Figure 1. Routing congestion map.
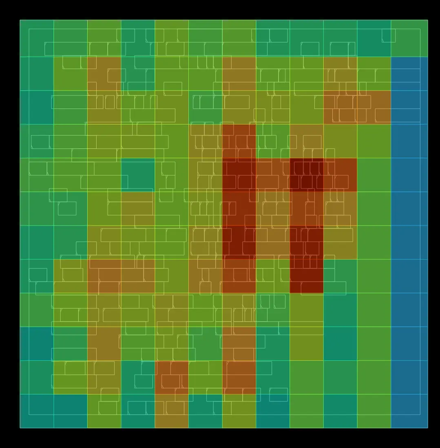
Figure 2. Sequential cells coloured by netlist name.
Bar = 20 microns. Other sequential cells in the stronger grey, the rest of the logic in the fainter grey.
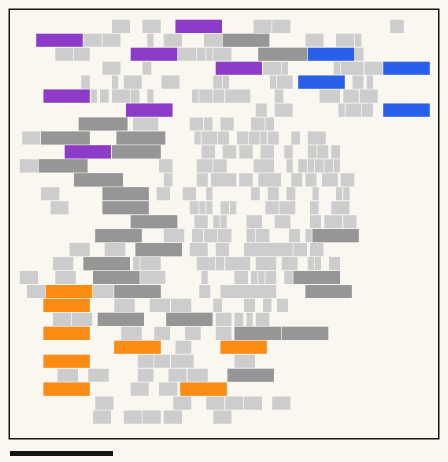
==> config.mk <==
export PLATFORM = sky130hd
export DESIGN_NAME = i2c_target
export DESIGN_NICKNAME = d
export VERILOG_FILES = /design/src/rtl/i2c_pkg.sv /design/src/rtl/i2c_line_sync.sv /design/src/rtl/i2c_target.sv
export SDC_FILE = /design/constraint.sdc
export NUM_CORES = 1
export LEC_CHECK = 0
export CAP_MARGIN = 20
export CORE_MARGIN = 1.5
export CORE_UTILIZATION = 36
export DETAILED_ROUTE_END_ITERATION = 16
export SLEW_MARGIN = 40
export SYNTH_ARGS = -nofsm -noshare
export SYNTH_HDL_FRONTEND = slang
export SYNTH_SLANG_ARGS = --single-unit
==> constraint.sdc <==
create_clock -name core_clk -period 5.4 [get_ports core_clk]
set_input_delay 1.35 -clock core_clk [delete_from_list [all_inputs] [get_ports core_clk]]
set_output_delay 1.35 -clock core_clk [all_outputs]
set_load 0.02 [all_outputs]
==> results.rst <==
Metrics
=======

.. list-table::
   :header-rows: 1

   * - Metric
     - Value
   * - WP data required
     - 5.58 ns
   * - Worst-Margin Slew
     - slightly above 0.6 ns
   * - I/O pins
     - 34
   * - RSZ-0062 raised after global routing
     - no
   * - Power share of the combinational group
     - 15.6%
   * - DP Cell Count
     - 318
   * - Number of cells on the worst reg-to-reg path
     - 4
   * - Yosys cell count
     - 220
   * - Endpoints failing setup
     - 0
   * - Total Negative Setup Slacks
     - 0 ns
   * - Syn nets
     - 242
   * - Worst hold path class
     - reg -> reg
   * - Tally of yosys warning messages
     - 0
   * - Total internal power
     - 541 uW
   * - Simple-Gate Fraction of Synth Area
     - a little under a fifth
   * - Worst vdd ir
     - 0.000134 V
   * - Clock slew at reported path FFs
     - approximately 0.080 ns
   * - Leak Pwr
     - 0.00118 uW
   * - Number of flops mapped to enable cells by yosys
     - 0
   * - Clock net sink count
     - 43
   * - Run status
     - finished clean
   * - Post-synthesis mux area share
     - 11.2%
   * - Number of antenna violations at the first check in global routing
     - 0
   * - Post-synthesis to final-layout area growth
     - 20.2%
   * - XORs/XNORs by Area
     - under 10%
   * - Final antenna-violating net count
     - 0
   * - Arrival @ worst endpoint
     - 3.63 ns
   * - GRT Util Overall
     - 15.1%
   * - Distinct lib cells
     - 58
   * - Hold_buf cts
     - 0
   * - Estimated wirelength of the detail-placed design
     - 3520 microns
   * - Diode insertion count for antenna repair
     - 0
   * - Post-layout worst setup margin
     - 1.95 ns
   * - Clock tree root buffer cell
     - sky130_fd_sc_hd__clkbuf_8
   * - RePlAce Congestion
     - 0.824
   * - Layout Skew
     - 0.00526 ns
   * - Cell types occupying the most area after synthesis
     - sky130_fd_sc_hd__dfrtp_1 (39%), sky130_fd_sc_hd__dfstp_2 (7.9%), sky130_fd_sc_hd__mux2_1 (4.4%)
   * - Sequence of cells on the critical path
     - clkdlybuf4s50_1, inv_1, nor3_2, and3_1, mux2_1
   * - Buffers added on ports
     - 33
   * - Sum of overflow across all layers after global routing
     - 0
   * - Dominant register cell in the synthesized netlist
     - sky130_fd_sc_hd__dfrtp_1
   * - Synth top area share
     - about two fifths
   * - Endpoint kind of the worst setup timing path
     - flip-flop
   * - Warning total across the stage logs
     - 26
   * - Vias in the first global route
     - 1704
   * - Count of final hold-check violations
     - 0
   * - Post-cts gate resize count
     - 0
   * - Fraction of the cycle the final worst path needs
     - 63.8%
   * - Detailed-route via count
     - 1763
   * - Pre-CTS setup slack
     - 1.61 ns
   * - Clock latency on the worst-skew pair
     - 0.29 ns
   * - Synthesized instance count
     - 220
   * - Drt initial violations
     - 99
   * - Slowest library cell on the worst path
     - sky130_fd_sc_hd__clkdlybuf4s50_1
   * - Fraction of final layout cells with drive strength greater than 1
     - 11.6%
   * - First-pass GRT wire length
     - 8410 microns
-- Figure 1 (at the start) --
busiest layer in global routing: met2
fraction of met2 tracks used by global routing: 23.7%
routed length per instance: 15.1 microns
final core utilization: 44.3%

-- Figure 2 (at the start) --
rx_data: drawn in orange, flops 8, where lower left. bit_cnt: drawn in blue, flops 4, where upper right. tx_shift: drawn in purple, flops 7.
Register Area: 1080 sq um
share of cell area taken by flip-flops and latches: 38.8%
power in sequential cells: 381 uW

[worst max-delay path: cells and delay by family]
kind / cells / cell delay (ns)
buffers and inverters: 2 / 0.81
multiplexers: 1 / 0.38
AND/OR/NAND/NOR: 2 / 1.09
[through the flow]
step	hold slack (ns)	util, %
after floorplan	0.345	-
after global placement	0.345	42.5
after detailed placement	0.347	42.6
after CTS	0.359	44.3
after global routing	0.363	44.3
final	0.357	44.3
[power by group through the flow]
stage          clock, uW  combinational, uW  sequential (uW)
6_report             246                116              381
5_1_grt              269                130              387
4_1_cts              252                118              382
3_5_place_dp           0                116              388
3_3_place_gp           0                116              388
2_1_floorplan          0               91.5              367
[placed cells by master (no fill, tap or decap), types with 4 or more instances in the layout]
cell type / netlist / routed
sky130_fd_sc_hd__dfrtp_1: 36 / 36
sky130_fd_sc_hd__nor2_1: 13 / 13
sky130_fd_sc_hd__dfstp_2: 7 / 7
sky130_fd_sc_hd__o31ai_1: 4 / 4
sky130_fd_sc_hd__a21oi_1: 5 / 5
sky130_fd_sc_hd__mux2i_1: 7 / 7
sky130_fd_sc_hd__o21ai_0: 6 / 6
sky130_fd_sc_hd__mux2_1: 9 / 9
sky130_fd_sc_hd__nand2_1: 16 / 16
sky130_fd_sc_hd__xor2_1: 7 / 7
sky130_fd_sc_hd__clkbuf_8: 0 / 5
sky130_fd_sc_hd__mux2_2: 8 / 8
sky130_fd_sc_hd__a21o_1: 5 / 5
sky130_fd_sc_hd__inv_1: 5 / 5
sky130_fd_sc_hd__nand3_1: 4 / 4
sky130_fd_sc_hd__clkdlybuf4s50_1: 0 / 32
sky130_fd_sc_hd__o21ai_1: 9 / 9
sky130_fd_sc_hd__nor3_1: 5 / 5
sky130_fd_sc_hd__nand2b_1: 6 / 6
[cell type report]
type                    count  area share, %
multi-input cells         160           41.5
clock inverters             2           1.34
clock buffers               6           2.59
inverters                   5          0.671
repair buffers             33           11.7
well taps                  77           3.44
flip-flops and latches     43           38.8
[cell families after synthesis]
logic type / Yosys count
compound gates: 53
flops: 43
fa+ha+maj: 1
buf+inv: 17
simple gates: 74
xor+xnor: 8
mux: 24
[metal layers]
layer  up-vias  track usage, %  share of wire (%)
met2        39            23.7                 47
li1        860               -                  -
met5         -               0                  0
met3         6            3.48                5.3
met1       858            20.7                 46
met4         0            4.62                1.3
Power and IR drop assume default switching activity.
